==> src/rtl/hazard_scoreboard_pkg.sv <==
// Shared encodings and helpers for the hazard scoreboard: pipeline-register modes,
// stall-count port width, register-file size.
package hazard_scoreboard_pkg;

    typedef enum logic [1:0] {
        MODE_NORMAL = 2'd0,
        MODE_STALL  = 2'd1,
        MODE_FLUSH  = 2'd2
    } mode_e;

    localparam int HAZARD_SIGNAL_WIDTH = 3;
    localparam int GPR_ADDR_SPACE      = 32;

    function automatic int unsigned max_u(input int unsigned a, input int unsigned b);
        return (a > b) ? a : b;
    endfunction

endpackage

==> src/rtl/hazard_scoreboard_timer.sv <==
// One per-register countdown: decrements toward zero every cycle, a load takes the larger of
// the new latency and the decremented value so a younger write never shortens the wait.
module scoreboard_timer #(
    parameter int CW = 3
) (
    input  logic          clk,
    input  logic          rst,
    input  logic          load,
    input  logic [CW-1:0] lat,
    output logic [CW-1:0] cnt,
    output logic          busy
);

    logic [CW-1:0] cnt_q;
    logic [CW-1:0] cnt_d;
    logic [CW-1:0] dec;

    always_comb begin
        dec   = (cnt_q != '0) ? cnt_q - CW'(1) : '0;
        cnt_d = dec;
        if (load && (lat > dec)) begin
            cnt_d = lat;
        end
    end

    always_ff @(posedge clk) begin
        if (rst) begin
            cnt_q <= '0;
        end else begin
            cnt_q <= cnt_d;
        end
    end

    assign cnt  = cnt_q;
    assign busy = (cnt_q != '0);

endmodule

==> src/rtl/hazard_scoreboard.sv <==
// Per-GPR countdown hazard unit driving IF stall and IF_ID / ID_EXE modes; outputs are
// combinational. Optional perf counters are built when HAZARD_PERF_CNT_EN is defined.
module hazard_scoreboard
    import hazard_scoreboard_pkg::*;
#(
    parameter int GPR_NUM  = 32,
    parameter int ADDR_W   = 5,
    parameter int MAX_LAT  = 7,
    parameter int BR_FLUSH = 1,
    localparam int CW      = $clog2(MAX_LAT + 1)
) (
    input  logic                           clk,
    input  logic                           rst,
    input  logic                           id_valid,
    input  logic [ADDR_W-1:0]              id_rs1_addr,
    input  logic                           id_rs1_re,
    input  logic [ADDR_W-1:0]              id_rs2_addr,
    input  logic                           id_rs2_re,
    input  logic [ADDR_W-1:0]              id_rd_addr,
    input  logic                           id_rd_we,
    input  logic [CW-1:0]                  id_lat,
    input  logic                           id_redirect,
    output logic                           if_stall,
    output logic [1:0]                     if_id_mode,
    output logic [1:0]                     id_exe_mode,
    output logic [HAZARD_SIGNAL_WIDTH-1:0] signal_cycle
`ifdef HAZARD_PERF_CNT_EN
   ,output logic [31:0]                    perf_stall_cnt
   ,output logic [31:0]                    perf_flush_cnt
`endif
);

    localparam int unsigned SIG_MAX = (1 << HAZARD_SIGNAL_WIDTH) - 1;

    logic [CW-1:0] cnt_arr  [GPR_NUM];
    logic          busy_arr [GPR_NUM];
    logic [CW-1:0] lat_c;
    logic          busy1;
    logic          busy2;
    logic          hz;
    logic          issue;
    logic          redirect_take;
    logic [2:0]    flush_rem_q;
    logic [2:0]    flush_rem_d;
    int unsigned   wait_max;

    assign cnt_arr[0]  = '0;
    assign busy_arr[0] = 1'b0;
    assign lat_c = (id_lat > CW'(MAX_LAT)) ? CW'(MAX_LAT) : id_lat;

    for (genvar r = 1; r < GPR_NUM; r++) begin : g_timer
        scoreboard_timer #(.CW(CW)) u_timer (
            .clk  (clk),
            .rst  (rst),
            .load (issue && id_rd_we && (id_rd_addr == ADDR_W'(r))),
            .lat  (lat_c),
            .cnt  (cnt_arr[r]),
            .busy (busy_arr[r])
        );
    end

    always_comb begin
        busy1 = id_valid && id_rs1_re && (id_rs1_addr != '0) && busy_arr[id_rs1_addr];
        busy2 = id_valid && id_rs2_re && (id_rs2_addr != '0) && busy_arr[id_rs2_addr];
        hz    = busy1 || busy2;
        issue = id_valid && !hz;
        // A branch whose operands are still pending cannot have resolved, so redirect waits for issue.
        redirect_take = id_redirect && issue;

        wait_max = max_u(busy1 ? int'(cnt_arr[id_rs1_addr]) : 0,
                         busy2 ? int'(cnt_arr[id_rs2_addr]) : 0);

        if_stall     = hz;
        id_exe_mode  = hz ? MODE_FLUSH : MODE_NORMAL;
        signal_cycle = (wait_max > SIG_MAX) ? HAZARD_SIGNAL_WIDTH'(SIG_MAX)
                                            : HAZARD_SIGNAL_WIDTH'(wait_max);
        if (hz) begin
            if_id_mode = MODE_STALL;
        end else if (redirect_take || (flush_rem_q != '0)) begin
            if_id_mode = MODE_FLUSH;
        end else begin
            if_id_mode = MODE_NORMAL;
        end

        if (redirect_take) begin
            flush_rem_d = 3'(BR_FLUSH - 1);
        end else if (flush_rem_q != '0) begin
            flush_rem_d = flush_rem_q - 3'd1;
        end else begin
            flush_rem_d = '0;
        end
    end

    always_ff @(posedge clk) begin
        if (rst) begin
            flush_rem_q <= '0;
        end else begin
            flush_rem_q <= flush_rem_d;
        end
    end

`ifdef HAZARD_PERF_CNT_EN
    logic [31:0] perf_stall_cnt_q;
    logic [31:0] perf_stall_cnt_d;
    logic [31:0] perf_flush_cnt_q;
    logic [31:0] perf_flush_cnt_d;

    always_comb begin
        perf_stall_cnt_d = perf_stall_cnt_q + (hz ? 32'd1 : 32'd0);
        perf_flush_cnt_d = perf_flush_cnt_q + ((if_id_mode == MODE_FLUSH) ? 32'd1 : 32'd0);
    end

    always_ff @(posedge clk) begin
        if (rst) begin
            perf_stall_cnt_q <= '0;
            perf_flush_cnt_q <= '0;
        end else begin
            perf_stall_cnt_q <= perf_stall_cnt_d;
            perf_flush_cnt_q <= perf_flush_cnt_d;
        end
    end

    assign perf_stall_cnt = perf_stall_cnt_q;
    assign perf_flush_cnt = perf_flush_cnt_q;
`else
`endif

endmodule

==> config.mk <==
export PLATFORM = sky130hd
export DESIGN_NAME = hazard_scoreboard
export DESIGN_NICKNAME = d
export VERILOG_FILES = /design/src/rtl/hazard_scoreboard_pkg.sv /design/src/rtl/hazard_scoreboard_timer.sv /design/src/rtl/hazard_scoreboard.sv
export SDC_FILE = /design/constraint.sdc
export NUM_CORES = 1
export LEC_CHECK = 0
export ABC_CLOCK_PERIOD_IN_PS = 16370
export CAP_MARGIN = 20
export CORE_AREA = 2 2 178 180
export CTS_BUF_LIST = sky130_fd_sc_hd__clkbuf_4 sky130_fd_sc_hd__clkbuf_8 sky130_fd_sc_hd__clkbuf_16
export CTS_CLUSTER_DIAMETER = 60
export DETAILED_ROUTE_END_ITERATION = 16
export DIE_AREA = 0 0 180 182
export PLACE_DENSITY = 0.57
export SYNTH_ARGS = -nofsm -noshare
export SYNTH_HDL_FRONTEND = slang
export SYNTH_SLANG_ARGS = --single-unit
==> constraint.sdc <==
create_clock -name clk -period 16.37 [get_ports clk]
set_input_delay 4.911 -clock clk [delete_from_list [all_inputs] [get_ports clk]]
set_output_delay 4.911 -clock clk [all_outputs]
set_load 0.02 [all_outputs]
Fig. 1: run 1, cell sizes after repair
Scale: 1.5 px per micron.
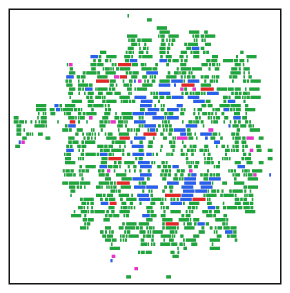
Key: x2 = blue [cells 82, share 8.0%]; x1 and smaller = green [cells 914, share 89%]; x6 and larger = red [cells 14, share 1.4%]; x3 and x4 = magenta [cells 17, share 1.7%]

Fig. 2: run 1, signal metal coverage by tile
Scale: 2 px per micron. The die is cut into 36 by 36 equal tiles; dark purple is low, yellow is high, scaled to the fullest tile. Values are wire area over tile area, all layers added.
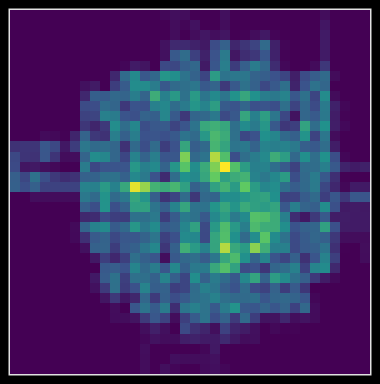
40% of the tiles are nearly empty. The densest ninth of the die: center. 8.2% of the tiles are over half the peak. The mean over all tiles is 0.14. The emptiest ninth of the die: lower left.

Fig. 3: run 1, PDN straps and rails
Scale: 2 px per micron. Pins as bars on the die edge.
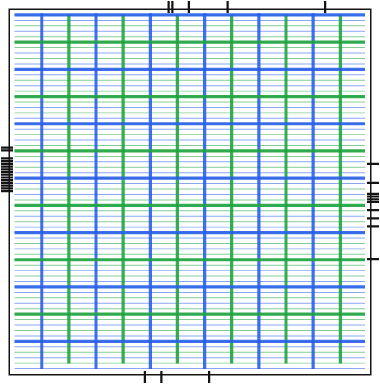
Key: VSS = blue; VDD = green
12 straps on met4. 66 met1 rails follow the rows. 13 straps on met5.

Fig. 4: run 1, a small window of the routed layout
Window x 65 to 115, y 102 to 152 microns. Cells in gray, sequential cells in the stronger gray; small squares are vias.
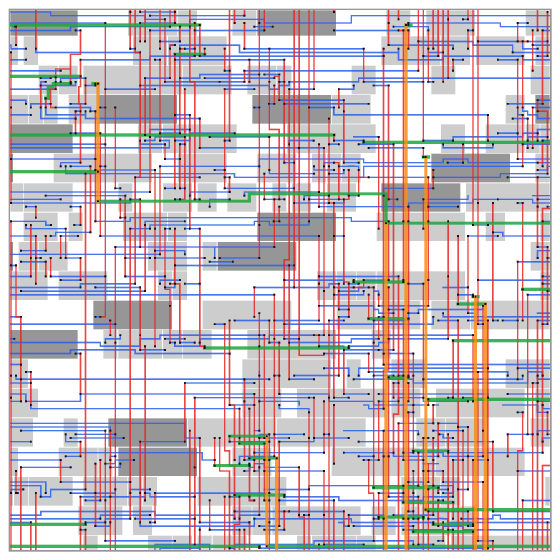
Key: M2 = red; M1 = blue; M4 = orange; M3 = green
148 logic cells have their middle in the window. Most frequent: nor2_1 (22), mux4_2 (17). Netlist names of flops here include `g_timer.u_timer.cnt` (13). Sequential cells in the window: 13.

==> flow_metrics.tcl, run 1 <==
# yosys + openroad results
set metrics [dict create \
    status "finished, final reports clean" \
    reg2regPathDepth 9 \
    logic_family "multiplexers" \
    setup_viol_count_final 0 \
    crit-reg2reg-launch "g_timer[10].u_timer.cnt[2]" \
    netlist-cell-type-count 68 \
    clock_buffer_count 14 \
    clock_latency_ps 360 \
    register_bit_count_reported_by_yosys 96 \
    seq_area_share_pct 19.16 \
    floorplan.core_area_sq_um 30990 \
    cts.sink_count 96 \
    critical_path.max_stage_delay_ps 640 \
    global_route.peak_usage_layer "met2" \
    clock_pin_slew_on_the_worst_setup_and_hold_paths_ps 70 \
    met3_resource_use_gr_pct 3.550 \
    post_route_m1_wl_microns 13100 \
    rsz0062_at_grt "no" \
    postCtsSetupRepairBufs 0 \
    drive_above_1_share_pct 11.00 \
    std_cell_rows 65 \
    regToRegSetupSlack_ps 13000 \
    synthArstFlopShare_pct 0 \
    yosys.area.top_type "dfxtp_1" \
    synthTopCellsByCount "nor2_1 (150), dfxtp_1 (96), ha_1 (96)" \
    holdPathEnd "flush_rem_q[0]" \
    clock_tree_root_driver_cell "clkbuf_16" \
    buffers 41 \
    layout_top_cells_excl_fill_tap "nor2_1 (150), ha_1 (96), dfxtp_1 (96)" \
    number_of_detailed_routing_iterations_run_before_antenna_repair 6 \
    critPathMostFrequentCell "inv_1" \
    floorplan_stage_core_utilization_pct 29.59 \
    synth.yosys.warnings 0 \
    synth-seq-area-share_pct 20.96 \
    num-fill-cells 3183 \
    most_common_library_cell_in_the_layout_ignoring_fill_and_taps "nor2_1" \
    clk_share_pct 3.118 \
    worst_pin_slew_ps 1001 \
    num-multi-input-gates 850 \
    start_kind "input pin" \
    final.hold.worst_slack_ps 419.2 \
    stage_log_warnings 26 \
    grt_start_max_net_pins 95 \
    comb_area_share_pct 68.16 \
    dp.final_hpwl_microns 19580 \
    cts-buffers-inserted 9 \
    pin_count 33 \
    xor_share_pct 0 \
    clock_tree_from_tritoncts "yes" \
    path_max_fanout 34 \
    number_of_max_capacitance_violations_reported 0 \
    num_antenna_cells 0 \
    synth.cellmix.compoundShare_pct 20.44 \
    final.min_clock_period_ps 14010 \
    drt_drc_violations_left 0 \
    buffer_ports.inserted 31 \
    cp.arrival_ps 9090 \
    layout.area.comb_sq_um 6837 \
    startpoint "id_rs2_addr[0]" \
    vdd_ir_drop_max_mv 0.04879 \
    mappedNetlistArea_sq_um 9169 \
    gp_congestion 0.8736 \
    count_of_cells_resized_by_post_cts_repair 0 \
    dominantRegCellSynth "dfxtp_1" \
    drtIter0Drc 619 \
    worstSetupEndpoint "signal_cycle[1]" \
    synth-cells-yosys 1029 \
    bufAreaShareNonClock_pct 3.655 \
    highest_layer "met5" \
    initial_antenna_violation_count 3 \
    criticalPathCategory "input pin to primary output" \
    postSynthAreaPerCell_sq_um 8.910 \
    die_width_microns 180 \
    adder_share_pct 13.21 \
    hold_start "flush_rem_q[0]" \
    avgRoutedWirePerCell_microns 19.48 \
    power_density_nw_per_um2 56.61 \
    worstSetupPathDepth 14 \
    min-delay-path-class "flop to flop" \
    dr_total_vias 8155 \
    fin_setup_tns_ps 0 \
    detail-route-antenna-nets 0 \
    ys_chip_area_sq_um 9169 \
    gr-usage-all-layers_pct 17.17 \
    first_pass_grt_wire_length_microns 44620 \
    tap_cells 402 \
    synth_cells 1029 \
    hold_buffers 0 \
    inverters 24 \
]
==> run 1: power breakdown <==
part           switching, uW  internal, uW
clock                   97.0           132
sequential              1.49           235
combinational           63.7          38.3
==> run 1: state kept, by name, summed over array words and instances (netlist names) <==
name and flops:
g_timer.u_timer.cnt 93, flush_rem_q 3
==> run 1: metrics by stage <==
step	setup WS [ps]	instances	power, uW	cell area, sq um	util, %
floorplan	3619	1029	313.9	9169	-
global placement	2532	1411	341.2	9687	31.26
detailed placement	2427	1412	343.7	9698	31.30
CTS	2428	1428	570.6	10010	32.31
global route	2081	1429	591.8	10030	32.37
finish	2365	1429	567.9	10030	32.37
Fig. 5: run 1, cell outlines without signal wires
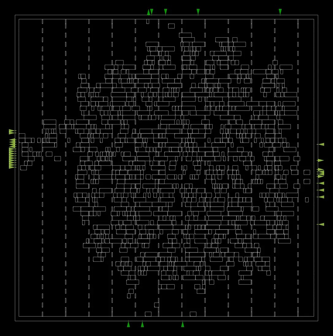

==> run 2, diff against run 1 <==
--- a/config.mk
+++ b/config.mk
@@ -13,6 +13,8 @@
 export DETAILED_ROUTE_END_ITERATION = 16
 export DIE_AREA = 0 0 180 182
 export PLACE_DENSITY = 0.57
+export RECOVER_POWER = 25
+export REMOVE_ABC_BUFFERS = 1
 export SYNTH_ARGS = -nofsm -noshare
 export SYNTH_HDL_FRONTEND = slang
 export SYNTH_SLANG_ARGS = --single-unit
Fig. 6: run 2, cell outlines without signal wires
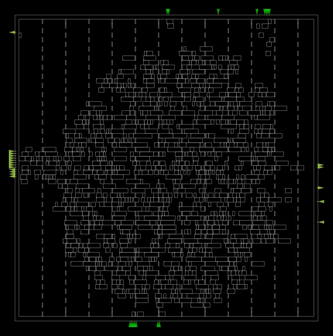
core occupancy in the finished layout: 32.04%
std cell rows: 65
area of the core: 30990 sq um

Fig. 7: run 2, cell sizes after repair
Scale: 1.5 px per micron.
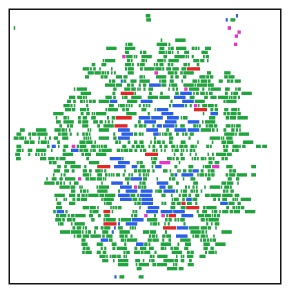
Key: x6 and larger = red [cells 13, share 1.3%]; x3 and x4 = magenta [cells 15, share 1.5%]; x2 = blue [cells 69, share 6.7%]; x1 and smaller = green [cells 930, share 91%]
final design instance area without fill: 9927 sq um
Worst Slack Setup Final: 2009 ps
Layout Area Growth over Synthesis: 8.270%

Fig. 8: run 2, PDN straps and rails
Scale: 2 px per micron. Pins as bars on the die edge.
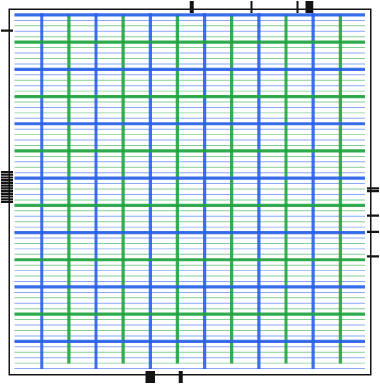
Key: VDD = green; VSS = blue
13 straps on met5. The core has 65 rows. 66 met1 rails follow the rows. 12 straps on met4.

==> run 2 against run 1 <==
The flow now finishes with violations (capacitance limit, slew limit). Clock-buffer cell count fell by 2. Critical path depth fell by 4. Sequential power barely moved.
==> flow_metrics.tcl, run 2 <==
# yosys + openroad results
set metrics [dict create \
    status "finished with violations" \
    failing_checks "capacitance limit, slew limit" \
    floorplan_stage_core_utilization_pct 29.59 \
    swShare_pct 29.05 \
    post_route_m1_wl_microns 12940 \
    worst_pin_slew_ps 1654 \
    drive_above_1_share_pct 9.445 \
    ys_chip_area_sq_um 9169 \
    post_dp_cell_area_sq_um 9702 \
    clk_share_pct 3.138 \
    stage_log_warnings 25 \
    dp.final_hpwl_microns 20070 \
    clock_tree_root_driver_cell "clkbuf_16" \
    internal_dissipation_uw 401.3 \
    fin_setup_tns_ps 0 \
    dr_total_vias 8280 \
    inverters 24 \
    crit-reg2reg-launch "g_timer[10].u_timer.cnt[1]" \
    tap_cells 402 \
    final_cells 1429 \
    yosys.area.top_type "dfxtp_1" \
    netlist-cell-type-count 68 \
    count_of_cells_resized_by_post_cts_repair 0 \
    synth-cells-yosys 1029 \
    cts.path.max_buffers 2 \
    dominantRegCellSynth "dfxtp_1" \
    clock_buffer_count 12 \
    comb_area_share_pct 67.97 \
    final.hold.worst_slack_ps 416.8 \
    layout_top_cells_excl_fill_tap "nor2_1 (150), ha_1 (96), dfxtp_1 (96)" \
    most_common_library_cell_in_the_layout_ignoring_fill_and_taps "nor2_1" \
    avgRoutedWirePerCell_microns 19.77 \
    power_density_nw_per_um2 56.98 \
    first_pass_grt_wire_length_microns 44020 \
    synth_cells 1029 \
    global_route.peak_usage_layer "met2" \
    clock_latency_ps 370 \
    setup_viol_count_final 0 \
    combinational_power_uw 100 \
    num-multi-input-gates 850 \
    cts.sink_count 96 \
    highest_layer "met4" \
    gp_congestion 0.9166 \
    initial_antenna_violation_count 0 \
    maxPowerGroup "sequential cells" \
    min-delay-path-class "flop to flop" \
    hold_start "flush_rem_q[0]" \
    worstPathRequired_ps 11460 \
    number_of_max_capacitance_violations_reported 1 \
    synth-seq-area-share_pct 20.96 \
    grt_start_max_net_pins 59 \
    numSequentialCells 96 \
    postCtsSetupRepairBufs 0 \
    die_width_microns 180 \
    start_kind "input pin" \
    synth.yosys.warnings 0 \
    slew_headroom_pct -10.27 \
    path_max_fanout 32 \
    p_sw_uw 164.3 \
    powerClk_uw 228 \
    regToRegSetupSlack_ps 12170 \
    num-fill-cells 3194 \
    maxSlewViolCount 33 \
    holdPathEnd "flush_rem_q[0]" \
    seq_area_share_pct 19.36 \
    cp.arrival_ps 9450 \
    die_h_microns 182 \
    layout.area.comb_sq_um 6748 \
    reg2regPathDepth 9 \
    power_uw 565.6 \
    drtIter0Drc 815 \
    postSynthAreaPerCell_sq_um 8.910 \
    drt_drc_violations_left 0 \
    clock_tree_from_tritoncts "yes" \
    bufAreaShareNonClock_pct 3.554 \
    buffer_ports.inserted 31 \
    hold_buffers 0 \
    placedCellCount 1413 \
    synthTopCellsByCount "nor2_1 (150), dfxtp_1 (96), ha_1 (96)" \
    detail-route-antenna-nets 0 \
    criticalPathCategory "input pin to primary output" \
    detailedPlace.worstSlack_ps 2381 \
    share_seq_of_total_power_pct 41.9 \
    final.min_clock_period_ps 14360 \
    comb_power_share_pct 17.8 \
    clock_network_power_share_pct 40.4 \
    cts-buffers-inserted 9 \
    rsz0062_at_grt "no" \
    p_seq_uw 237 \
    clock_pin_slew_on_the_worst_setup_and_hold_paths_ps 70 \
    number_of_detailed_routing_iterations_run_before_antenna_repair 6 \
    mappedNetlistArea_sq_um 9169 \
]
-- run 2: cell counts after synthesis --
No cell type changed its count.
-- run 2: worst max path at each step --
| stage | from | to | cells after the start |
|---|---|---|---|
| after global placement | id_rs2_addr[2] | signal_cycle[1] | 14 |
| after global routing | id_rs2_addr[2] | if_id_mode[1] | 10 |
| after CTS | id_rs2_addr[2] | signal_cycle[1] | 14 |
| final | id_rs2_addr[2] | if_id_mode[1] | 10 |
| after floorplan | id_rs2_addr[1] | signal_cycle[1] | 12 |
| after detailed placement | id_rs2_addr[2] | signal_cycle[1] | 14 |
-- run 2: cell families after synthesis --
family	share of synthesized area, %
other	0.04090
muxes	21.18
DFF	20.96
buffers and inverters	4.531
adders and majority gates	13.21
and+or+nand+nor	19.64
AOI/OAI and AO/OA	20.44
==> run 3, diff against run 2 <==
--- a/config.mk
+++ b/config.mk
@@ -12,6 +12,7 @@
 export CTS_CLUSTER_DIAMETER = 60
 export DETAILED_ROUTE_END_ITERATION = 16
 export DIE_AREA = 0 0 180 182
+export GPL_TIMING_DRIVEN = 1
 export PLACE_DENSITY = 0.57
 export RECOVER_POWER = 25
 export REMOVE_ABC_BUFFERS = 1
Fig. 9: run 3, PDN straps and rails
Scale: 2 px per micron. Pins as bars on the die edge.
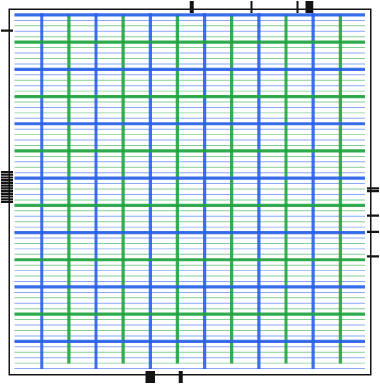
Key: VDD = green; VSS = blue
13 straps on met5. 12 straps on met4. 66 met1 rails follow the rows.
largest vdd supply drop: 0.05031 mV
die width: 180 microns

Fig. 10: run 3, cell outlines without signal wires
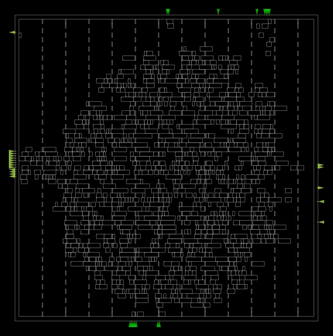
post-route non-filler standard cell count: 1429
seq_cells: 96
Seq/total area: 19.36%
# Taps: 402

==> run 3 against run 2 <==
The run still ends with capacitance limit, slew limit left. Clock-buffer cell count unchanged. First-iteration DRC count is the same. Synthesized cell count unchanged. Clock power is essentially flat. Cell area is the same. Final cell count is the same. Sequential power barely moved. Register-to-register slack barely moved. Largest cell class unchanged.
==> flow_metrics.tcl, run 3 <==
# yosys + openroad results
set metrics [dict create \
    synth.yosys.warnings 0 \
    p_seq_uw 237 \
    clock_tree_root_driver_cell "clkbuf_16" \
    internal_dissipation_uw 401.3 \
    placedCellCount 1413 \
    highest_layer "met4" \
    hold_start "flush_rem_q[0]" \
    yosysTopAreaCellShare_pct 20.96 \
    clock_latency_ps 370 \
    start_kind "input pin" \
    maxPowerGroup "sequential cells" \
    buffer_ports.inserted 31 \
    synthMostInstantiatedCell "nor2_1" \
    power_density_nw_per_um2 56.98 \
    grt_start_max_net_pins 59 \
    clock_network_power_share_pct 40.4 \
    clock_tree_from_tritoncts "yes" \
    reg2regPathDepth 9 \
    swShare_pct 29.05 \
    stage_log_warnings 25 \
    synth-seq-area-share_pct 20.96 \
    area_growth_pct 8.270 \
    logic_family "multiplexers" \
    post_dp_cell_area_sq_um 9702 \
    hold_buffers 0 \
    path_max_fanout 32 \
    failing_checks "capacitance limit, slew limit" \
    holdPathEnd "flush_rem_q[0]" \
    number_of_detailed_routing_iterations_run_before_antenna_repair 6 \
    rsz0062_at_grt "no" \
    max_reg_flops 93 \
    setup_viol_count_final 0 \
    crit_slowest_cell "and2b_1" \
    postCtsSetupRepairBufs 0 \
    final.min_clock_period_ps 14360 \
    first_global_vias 7804 \
    floorplan_stage_core_utilization_pct 29.59 \
    status "finished with violations" \
    post_route_m1_wl_microns 12940 \
    xor_share_pct 0 \
    worstPathRequired_ps 11460 \
    min-delay-path-class "flop to flop" \
    comb_power_share_pct 17.8 \
    r2r-end "g_timer[25].u_timer.cnt[2]" \
    most_common_library_cell_in_the_layout_ignoring_fill_and_taps "nor2_1" \
    std_cell_rows 65 \
    num_antenna_cells 0 \
    crit-reg2reg-launch "g_timer[10].u_timer.cnt[1]" \
    ys_chip_area_sq_um 9169 \
    adder_share_pct 13.21 \
    floorplan.core_area_sq_um 30990 \
    gp_congestion 0.9166 \
    worstSetupEndpoint "if_id_mode[1]" \
    drive_above_1_share_pct 9.445 \
    post_synth_and_or_nand_nor_area_fraction_pct 19.64 \
    share_seq_of_total_power_pct 41.9 \
    first_pass_grt_wire_length_microns 44020 \
    regToRegSetupSlack_ps 12170 \
    globalRouteMet2Util_pct 28.31 \
    p_sw_uw 164.3 \
    drtIter0Drc 815 \
    criticalPathCategory "input pin to primary output" \
    slew_headroom_pct -10.27 \
    final_cell_area_sq_um 9927 \
    mappedNetlistArea_sq_um 9169 \
    drt_drc_violations_left 0 \
    worstSetupPathDepth 10 \
    global_route.peak_usage_layer "met2" \
    startpoint "id_rs2_addr[2]" \
    synthTopCellsByCount "nor2_1 (150), dfxtp_1 (96), ha_1 (96)" \
    yosys.area.top_type "dfxtp_1" \
    num-fill-cells 3194 \
    synth.cellmix.compoundShare_pct 20.44 \
    dp.final_hpwl_microns 20070 \
    dominantRegCellSynth "dfxtp_1" \
    count_of_cells_resized_by_post_cts_repair 0 \
    synth-cells-yosys 1029 \
    postSynthAreaPerCell_sq_um 8.910 \
    powerClk_uw 228 \
    cts.path.max_buffers 2 \
    maxSlewViolCount 33 \
    number_of_max_capacitance_violations_reported 1 \
    netlist-cell-type-count 68 \
    initial_antenna_violation_count 0 \
    synth_cells 1029 \
]
Fig. 11: run 3, signal metal coverage by tile
Scale: 2 px per micron. The die is cut into 36 by 36 equal tiles; dark purple is low, yellow is high, scaled to the fullest tile. Values are wire area over tile area, all layers added.
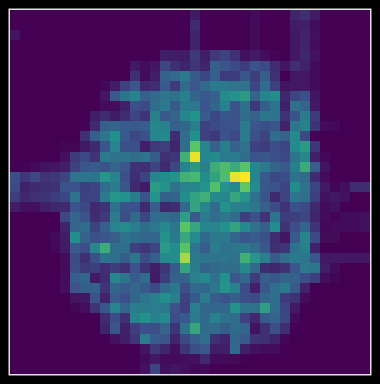
The densest ninth of the die: center. 4.2% of the tiles are over half the peak. The fullest tile reaches 0.84. The emptiest ninth of the die: upper left. The mean over all tiles is 0.14. 39% of the tiles are nearly empty.
Global Route Usage Sum: 16.93%
vias after detailed routing: 8280
final routed wire length divided by cell count: 19.77 microns
final wirelength: 28250 microns

[run 3: cell counts in the layout (fill, tap and decap cells not counted)]
No cell type changed its count.
[run 3: per-stage QoR]
step	hold WS [ps]	power [uW]	utilization [%]	setup WS [ps]
4_1_cts	421.9	572.0	32.32	2382
5_1_grt	450.9	589.0	32.04	1622
3_5_place_dp	412.9	344.4	31.31	2381
2_1_floorplan	392.5	294.3	-	4090
6_report	416.8	565.6	32.04	2009
3_3_place_gp	403.3	341.9	31.31	2429
[run 3: layout make-up]
class	instances	area, sq um	area share [%]
multi-input cells	850	6748	67.97
flip-flops and latches	96	1922	19.36
well taps	402	503.0	5.067
repair buffers	41	352.8	3.554
clock buffers	12	260.3	2.622
inverters	24	90.09	0.9075
clock inverters	4	51.30	0.5168
Power is estimated from default activity; no workload was simulated.
